$ cat src/rtl/regfile_write_arbiter_pkg.sv
// Shared constants for the register-file write arbiter: sizes and requester indices.
package regfile_write_arbiter_pkg;

    localparam int NREQ = 4;
    localparam int PW   = 2;
    localparam int DW   = 8;
    localparam int AW   = 4;
    localparam int NREG = 1 << AW;

    localparam logic [PW-1:0] REQ_ALU  = 2'd0;
    localparam logic [PW-1:0] REQ_LOAD = 2'd1;
    localparam logic [PW-1:0] REQ_LINK = 2'd2;
    localparam logic [PW-1:0] REQ_DBG  = 2'd3;

endpackage

$ cat src/rtl/regfile_write_arbiter_decoder4to16.sv
// 4-to-16 one-hot decoder used to turn the winning address into a write-enable vector.
import regfile_write_arbiter_pkg::*;

module decoder4to16 (
    input  logic [AW-1:0]   addr,
    output logic [NREG-1:0] dec
);

    always_comb begin
        // NOTE: default the whole output before the indexed write so no bit can infer a latch.
        dec       = '0;
        dec[addr] = 1'b1;
    end

endmodule

$ cat src/rtl/regfile_write_arbiter.sv
// Round-robin arbiter sharing one register-file write port among four requesters,
// with registered one-hot write enable, write data and per-requester acknowledge.
import regfile_write_arbiter_pkg::*;

module regfile_write_arbiter (
    input  logic                CLK,
    input  logic                RSTn,
    input  logic [NREQ-1:0]     REQ,
    input  logic [NREQ*AW-1:0]  ADDR,
    input  logic [NREQ*DW-1:0]  WDIN,
    input  logic                STALL,
    output logic [NREG-1:0]     WE,
    output logic [DW-1:0]       WDATA,
    output logic [NREQ-1:0]     ACK,
    output logic                BUSY
);

    logic [PW-1:0]   ptr;
    logic [NREQ-1:0] elig;
    logic            win_valid;
    logic [PW-1:0]   win_idx;
    logic [PW-1:0]   cand;
    logic [AW-1:0]   win_addr;
    logic [DW-1:0]   win_data;
    logic [NREG-1:0] dec_we;

    // A requester acked this cycle still has REQ high; masking it avoids a double grant.
    assign elig = REQ & ~ACK;
    assign BUSY = |elig;

    // Walk from the farthest offset back to ptr so the closest eligible index wins.
    always_comb begin
        win_valid = 1'b0;
        win_idx   = ptr;
        cand      = '0;
        for (int k = NREQ - 1; k >= 0; k--) begin
            cand = ptr + PW'(k);
            if (elig[cand]) begin
                win_valid = 1'b1;
                win_idx   = cand;
            end
        end
        if (STALL)
            win_valid = 1'b0;
    end

    assign win_addr = ADDR[int'(win_idx)*AW +: AW];
    assign win_data = WDIN[int'(win_idx)*DW +: DW];

    decoder4to16 u_dec (
        .addr (win_addr),
        .dec  (dec_we)
    );

    always_ff @(posedge CLK or negedge RSTn) begin
        if (!RSTn) begin
            WE    <= '0;
            WDATA <= '0;
            ACK   <= '0;
            ptr   <= '0;
        end else if (win_valid) begin
            // NOTE: non-blocking assignments so every register samples pre-edge values.
            WE    <= dec_we;
            WDATA <= win_data;
            ACK   <= NREQ'(1) << win_idx;
            ptr   <= win_idx + PW'(1);
        end else begin
            WE    <= '0;
            ACK   <= '0;
        end
    end

endmodule

$ cat config.mk
export PLATFORM = sky130hd
export DESIGN_NAME = regfile_write_arbiter
export DESIGN_NICKNAME = d
export VERILOG_FILES = /design/src/rtl/regfile_write_arbiter_pkg.sv /design/src/rtl/regfile_write_arbiter_decoder4to16.sv /design/src/rtl/regfile_write_arbiter.sv
export SDC_FILE = /design/constraint.sdc
export NUM_CORES = 1
export LEC_CHECK = 0
export CORE_ASPECT_RATIO = 1.75
export CORE_MARGIN = 5
export CORE_UTILIZATION = 41
export DETAILED_ROUTE_END_ITERATION = 12
export PLACE_DENSITY = 0.81
export SYNTH_ARGS = -nofsm -noshare
export SYNTH_HDL_FRONTEND = slang
export SYNTH_HIERARCHICAL = 1
export SYNTH_SLANG_ARGS = --single-unit
$ cat constraint.sdc
create_clock -name CLK -period 2.7 [get_ports CLK]
set_input_delay 0.54 -clock CLK [delete_from_list [all_inputs] [get_ports CLK]]
set_output_delay 0.54 -clock CLK [all_outputs]
set_load 0.005 [all_outputs]
==> images/met1.png <==
Scale bar: 20 um.
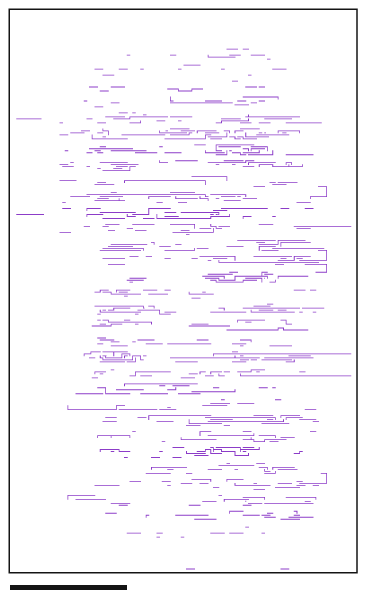
- nets with wire on the layer: 241
- share of all routed wire: 33%
final WL: 4590 um
met1 usage in global routing: 16.9%

==> images/met2.png <==
Scale bar: 20 um.
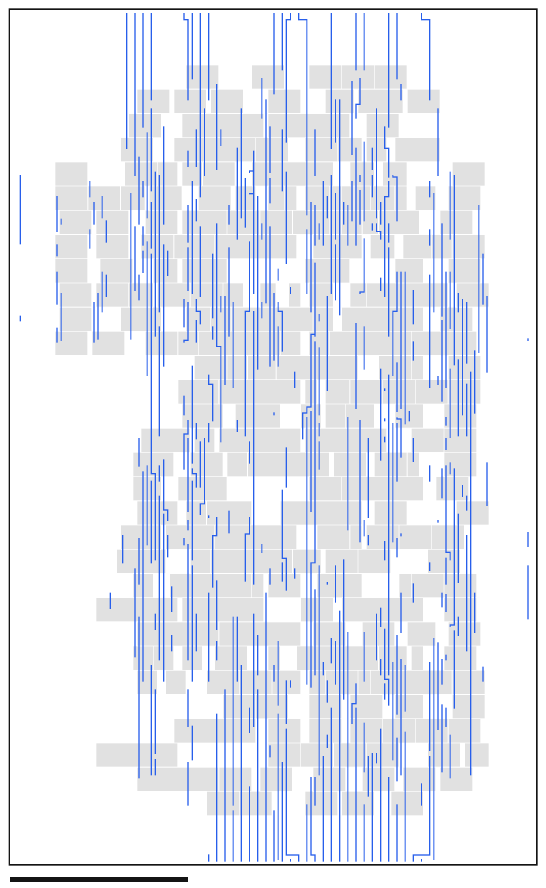
- main direction: vertical
- wire length on this layer: 2620 um
- share of all routed wire: 57%
M2 GR Usage: 32.6%
total number of vias: 1497

==> images/met3.png <==
Scale bar: 20 um.
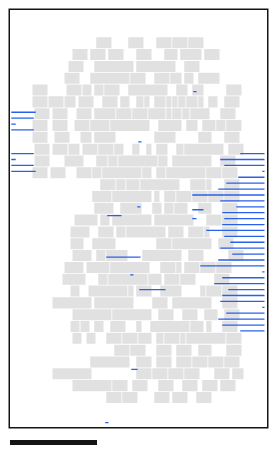
- share of all routed wire: 6.9%
- wire length on this layer: 316 um
- nets with wire on the layer: 44

==> impl_metrics.yaml <==
# synthesis and place-and-route metrics
pwr:
  power.internal_mw: 1.57
  ir_worst_vdd_mv: 0.742
  switching_power_uw: 886
  p_seq_share_pct: 26.8
global_route:
  antenna_found_initial: 0
yosys:
  synthCells: 150
  netlist_top_cells_area: "dfrtp_1 43%, mux2i_1 16%, and2_1 6.5%"
  ys_cells: 150
  fp_nets: 205
  async_flop_share_pct: 100
worst_setup_path:
  setup.worst_path.end_class: "register"
  r2r_setup_slack_ns: 0.55
  crit_path_top_delay_cell: "clkdlybuf4s50_1"
  reg2reg_depth: 9
clock_tree:
  path_clk_slew_ns: 0.06
  clk_latency_ns: 0.27
  cts_max_level: 2
  post_cts_buffers: 0
cells_and_area:
  dominant_cells: "non-clock buffers"
  postLayoutCoreUtil_pct: 65.9
  nMultiInputCombCells: 107
  buf_share_pct: 33.4
  seq_area_share_pct: 27.7
routing:
  drt_iter0_markers: 32
placement:
  dp.cells: 280
  dpl.hpwl_um: 3600
  numPortBuffers: 83
  place_ws_ns: -0.0254
final_timing:
  rsz0062_at_grt: "false"
  worst_slack_ns: 0.235
status:
  outcome: "finished clean"
floorplan:
  coreArea_mm2: 0.00411
run:
  warnings: 26
  cap_violations: 0
==> sequential cells by signal, indices dropped and copies added, names as in the netlist <==
| name | cells |
|---|---|
| ACK | 4 |
| WDATA | 8 |
| WE | 16 |
| ptr | 2 |
==> logic make-up (layout without fill, tap and decap cells) <==
kind of cell,count (synthesis),after routing,share of synthesized area [%]
AOI/OAI and AO/OA,16,16,7.74
xor gates and xnor gates,1,1,0.506
buffers and inverters,13,102,4.84
DFF,30,30,43.4
muxes,28,28,16.2
and+or+nand+nor,62,62,27.3
==> power groups by stage <==
stage          Clock [mW]  Sequential, mW  Combinational, mW
2_1_floorplan           0           0.670              0.936
3_3_place_gp            0           0.662               1.41
3_5_place_dp            0           0.665               1.44
4_1_cts             0.369           0.658               1.45
5_1_grt             0.387           0.676               1.56
6_report            0.361           0.658               1.43
==> placed cells by master, fill, tap and decap left out <==
cell and n:
clkdlybuf4s50_1 83, dfrtp_1 30, mux2i_1 28, and2_1 18, nor2_1 12, buf_4 10, a221oi_1 8, clkbuf_8 6
and4bb_1 4, and4b_1 4, nor4b_2 4, nor2b_1 3, nand2b_1 2, nand2b_4 2, nor2b_2 2, nand3_1 2
a21oi_1 2, and4bb_2 2, o21a_1 1, inv_1 1, nand3b_1 1, o31ai_1 1, a31oi_1 1, a22oi_2 1
nand2_1 1, o21ai_1 1, a221oi_2 1, nor2_4 1, nand4_1 1, and3_1 1, xor2_1 1, clkinv_2 1
clkbuf_1 1, nor4_2 1, and4_1 1
==> metal layers <==
| metal | wire (um) | up-vias | track usage, % |
|---|---|---|---|
| met4 | 132 | 0 | 8.51 |
| li1 | - | 720 | - |
| met3 | 315 | 10 | 2.55 |
| met2 | 2620 | 51 | 32.6 |
| met1 | 1520 | 716 | 16.9 |
| met5 | 0 | - | 0 |
Power and IR drop assume default switching activity.
